Fig. 1: cell placement
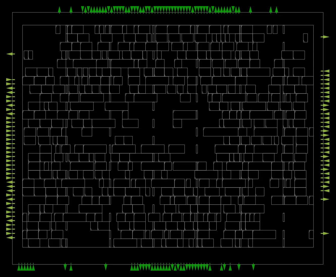
Fig. 2: metal layers overlaid
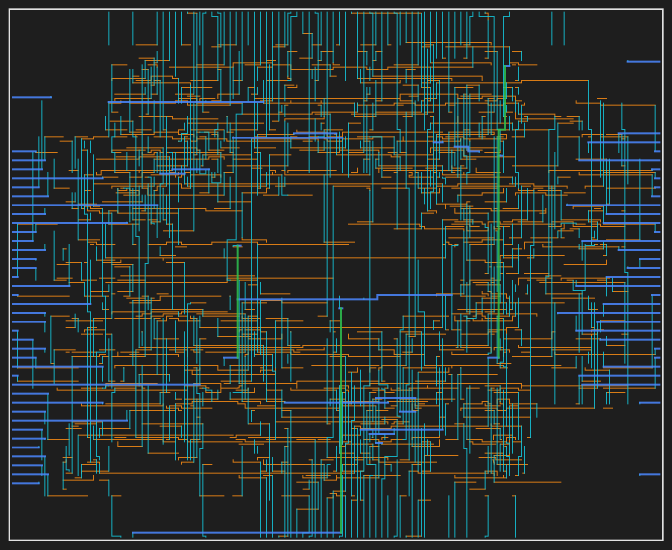
[src/rtl/pc_gen.sv]
`default_nettype none
// ============================================================================
// Module   : pc_gen
// Purpose  : Program-counter generator for the fetch stage. Presents fetch_pc
//            on a valid/ready handshake, steps by 4 per accepted fetch, and
//            takes prioritised redirects (JAL, JALR, BRANCH, TRAP). Each
//            accepted redirect bumps an epoch tag so later stages can squash
//            instructions fetched down the old path.
// Ports    : clock, reset          - clock, synchronous active-high reset
//            start, halt           - leave IDLE / request stop of fetching
//            fetch_ready           - instruction memory accepts fetch_pc
//            fetch_valid, fetch_pc, fetch_epoch - fetch request and its tag
//            redirect_valid, redirect_sel, *_target - redirect request
//            halted                - FSM is in HALT
//            misalign, misalign_addr - misaligned redirect report
// Config   : PC_MISALIGN_EN - when defined, a misaligned non-TRAP target is
//            replaced by TRAP_VEC and reported on misalign/misalign_addr;
//            when undefined, target bits [1:0] are simply forced to zero.
// Revision : 1.0 - initial release
// ============================================================================
module pc_gen #(
   parameter int                XLEN      = 32,
   parameter logic [XLEN-1:0]   RESET_VEC = '0,
   parameter logic [XLEN-1:0]   TRAP_VEC  = XLEN'('h100),
   parameter int                EPOCH_W   = 2
) (
   input  logic                 clock,
   input  logic                 reset,
   input  logic                 start,
   input  logic                 halt,
   input  logic                 fetch_ready,
   output logic                 fetch_valid,
   output logic [XLEN-1:0]      fetch_pc,
   output logic [EPOCH_W-1:0]   fetch_epoch,
   input  logic                 redirect_valid,
   input  logic [1:0]           redirect_sel,
   input  logic [XLEN-1:0]      jal_target,
   input  logic [XLEN-1:0]      jalr_target,
   input  logic [XLEN-1:0]      branch_target,
   output logic                 halted,
   output logic                 misalign,
   output logic [XLEN-1:0]      misalign_addr
);

   localparam logic [1:0] ST_IDLE  = 2'd0;
   localparam logic [1:0] ST_RUN   = 2'd1;
   localparam logic [1:0] ST_HALT  = 2'd2;

   localparam logic [1:0] SEL_JAL    = 2'd0;
   localparam logic [1:0] SEL_JALR   = 2'd1;
   localparam logic [1:0] SEL_BRANCH = 2'd2;
   localparam logic [1:0] SEL_TRAP   = 2'd3;

   logic [1:0]       state;
   logic [1:0]       state_next;
   logic             redirect_take;
   logic             handshake;
   logic [XLEN-1:0]  eff_target;
   logic [XLEN-1:0]  load_target;

   // ---------------------------------------------------------------------
   // FSM: state register
   // ---------------------------------------------------------------------
   always_ff @(posedge clock) begin
      if (reset) begin
         state <= ST_IDLE;
      end else begin
         state <= state_next;
      end
   end

   // ---------------------------------------------------------------------
   // FSM: next-state logic
   // ---------------------------------------------------------------------
   always_comb begin
      state_next = state;
      case (state)
         ST_IDLE: if (start) state_next = ST_RUN;
         ST_RUN:  if (halt)  state_next = ST_HALT;
         ST_HALT: if (!halt) state_next = ST_RUN;
         default:            state_next = ST_IDLE;
      endcase
   end

   // ---------------------------------------------------------------------
   // FSM: outputs, decoded straight from the state flops
   // ---------------------------------------------------------------------
   always_comb begin
      fetch_valid = 1'b0;
      halted      = 1'b0;
      case (state)
         ST_RUN:  fetch_valid = 1'b1;
         ST_HALT: halted      = 1'b1;
         default: ;
      endcase
   end

   // Redirects are only honoured once the core has been started.
   assign redirect_take = redirect_valid && ((state == ST_RUN) || (state == ST_HALT));
   assign handshake     = fetch_valid && fetch_ready;

   always_comb begin
      eff_target = TRAP_VEC;
      case (redirect_sel)
         SEL_JAL:    eff_target = jal_target;
         SEL_JALR:   eff_target = {jalr_target[XLEN-1:1], 1'b0};
         SEL_BRANCH: eff_target = branch_target;
         SEL_TRAP:   eff_target = TRAP_VEC;
         default:    eff_target = TRAP_VEC;
      endcase
   end

`ifdef PC_MISALIGN_EN
   logic target_misaligned;

   // TRAP_VEC itself is never treated as a misaligned target.
   assign target_misaligned = (redirect_sel != SEL_TRAP) && (eff_target[1:0] != 2'b00);
   assign load_target       = target_misaligned ? TRAP_VEC : eff_target;

   always_ff @(posedge clock) begin
      if (reset) begin
         misalign      <= 1'b0;
         misalign_addr <= '0;
      end else begin
         misalign <= redirect_take && target_misaligned;
         if (redirect_take && target_misaligned) begin
            misalign_addr <= eff_target;
         end
      end
   end
`else
   assign load_target   = {eff_target[XLEN-1:2], 2'b00};
   assign misalign      = 1'b0;
   assign misalign_addr = '0;
`endif

   // ---------------------------------------------------------------------
   // PC and epoch: redirect beats handshake, handshake beats hold
   // ---------------------------------------------------------------------
   always_ff @(posedge clock) begin
      if (reset) begin
         fetch_pc    <= RESET_VEC;
         fetch_epoch <= '0;
      end else if (redirect_take) begin
         fetch_pc    <= load_target;
         fetch_epoch <= fetch_epoch + EPOCH_W'(1);
      end else if (handshake) begin
         fetch_pc    <= fetch_pc + XLEN'(4);
      end
   end

endmodule
`default_nettype wire

[config.mk]
export PLATFORM = sky130hd
export DESIGN_NAME = pc_gen
export DESIGN_NICKNAME = d
export VERILOG_FILES = /design/src/rtl/pc_gen.sv
export SDC_FILE = /design/constraint.sdc
export NUM_CORES = 1
export LEC_CHECK = 0
export ABC_CLOCK_PERIOD_IN_PS = 5300
export CAP_MARGIN = 20
export CORE_ASPECT_RATIO = 0.8
export CORE_MARGIN = 3
export CORE_UTILIZATION = 40
export CTS_CLUSTER_DIAMETER = 50
export DETAILED_ROUTE_END_ITERATION = 7
export GPL_ROUTABILITY_DRIVEN = 1
export PLACE_DENSITY = 0.87
export SLEW_MARGIN = 20
export SYNTH_ARGS = -nofsm -noshare
export SYNTH_HDL_FRONTEND = slang
export SYNTH_SLANG_ARGS = --single-unit
[constraint.sdc]
create_clock -name clock -period 5.3 [get_ports clock]
set_input_delay 1.325 -clock clock [delete_from_list [all_inputs] [get_ports clock]]
set_output_delay 1.325 -clock clock [all_outputs]
set_load 0.03 [all_outputs]
==> run notes <==
At the worst endpoint, the arrival time is 3620 ps. The worst setup path is of the in -> reg kind. Once detail routing completed, the nets flagged for antenna violations numbered 0. Area of placed instances: 3950 um^2. Per the timing report, the biggest fanout along the worst path comes to 18. The worst-case reg-to-reg setup slack stands at 2730 ps. The largest share of the power goes to combinational logic.

Total global-route track usage over all layers is 20.7%. The timing report gives the biggest stage delay along the critical path as 640 ps. The synthesis stats list as the most numerous cell sky130_fd_sc_hd__a211oi_1. Per STA, the endpoint of the critical path is fetch_pc[29]. The startpoint of the worst register-to-register path was state[1].

STA classifies the critical path endpoint as a flip-flop. The cell leakage power was 1.49 nW. The synthesized design devotes to its leading area cell type 24.7% of total area. Number of antenna violations at the first check in global routing: 0. In this run the horizontal extent of the chip is 98.8 um.

The number of sinks driven by the clock tree came out at 34. The post-CTS hold buffer count recorded in the log is 0. The run finished with clean final reports.

The buffer-and-inverter tally for the worst setup path was 1. From the final report, the count of setup violators was given as 0. The via-per-instance ratio is 5.43, and the via count is 2913.

The power report attributes to the sequential group a share of 30.9%. According to the report, the first pass of detailed routing completed in 4 iterations. Number of failing hold endpoints at the final stage: 0.

Summing every instance area after synthesis gives 2760 um^2. The commonest register cell is sky130_fd_sc_hd__dfxtp_1. Yosys attributes the largest share of cell area to sky130_fd_sc_hd__dfxtp_1 25%, sky130_fd_sc_hd__a211oi_1 11%, sky130_fd_sc_hd__mux2i_1 11%.
## Picture notes: Fig. 1
Core ar.: 6540 um^2
share of the core filled with cells: 62.1%

## Picture notes: Fig. 2
legend:
  met1:
    color: orange
    wire_length: 3640 um
  met2:
    color: cyan
    wire_length: 4290 um
  met3:
    color: blue
    wire_length: 644 um
  met4:
    color: green
    wire_length: 96.1 um

## logic make-up after synthesis
group / count (synthesis) / synth area share (%)
compound gates: 83 / 23.1
simple gates: 103 / 20.2
buf+inv: 68 / 14.6
fa+ha+maj: 5 / 2.27
mux: 30 / 10.9
xor+xnor: 13 / 4.13
other cells: 1 / 0.136
flops: 34 / 24.7
## area by class of cell
cell class | count | area [um^2]
Clock buffer | 5 | 68.8
Clock inverter | 3 | 40.0
Fill cell | 554 | 2480
Inverter | 5 | 18.8
Multi-Input combinational cell | 269 | 1810
Sequential cell | 34 | 681
Tap cell | 84 | 105
Timing Repair Buffer | 136 | 1340
## worst min path at each step
stage / start / depth (start not counted) / endpoint
detailed placement: fetch_pc[31] / 2 / fetch_pc[31]
global route: fetch_pc[31] / 2 / fetch_pc[31]
CTS: fetch_pc[31] / 2 / fetch_pc[31]
global placement: fetch_pc[31] / 2 / fetch_pc[31]
finish: fetch_pc[31] / 2 / fetch_pc[31]
floorplan: state[1] / 2 / state[1]
## through the flow
step	hold slack (ps)	instances	power (mW)	setup WS (ps)
6_report	498	536	1.50	1870
5_1_grt	551	536	1.60	1730
4_1_cts	500	536	1.51	1850
3_5_place_dp	483	528	1.27	1550
3_3_place_gp	483	528	1.25	1680
2_1_floorplan	487	371	0.950	2430
## registers in the layout, summed over array words and instances (netlist names)
signal       count
fetch_epoch      2
state            2
fetch_pc        30
## per-layer routing
metal | wire length (um) | vias to the layer above | GRT usage (%)
met2 | 4290 | 107 | 35.6
met3 | 643 | 8 | 5.30
li1 | - | 1427 | -
met1 | 3640 | 1371 | 25.7
met4 | 96 | 0 | 5.46
met5 | 0 | - | 0
Power figures rest on the tool's default switching activity, not on a simulated workload.
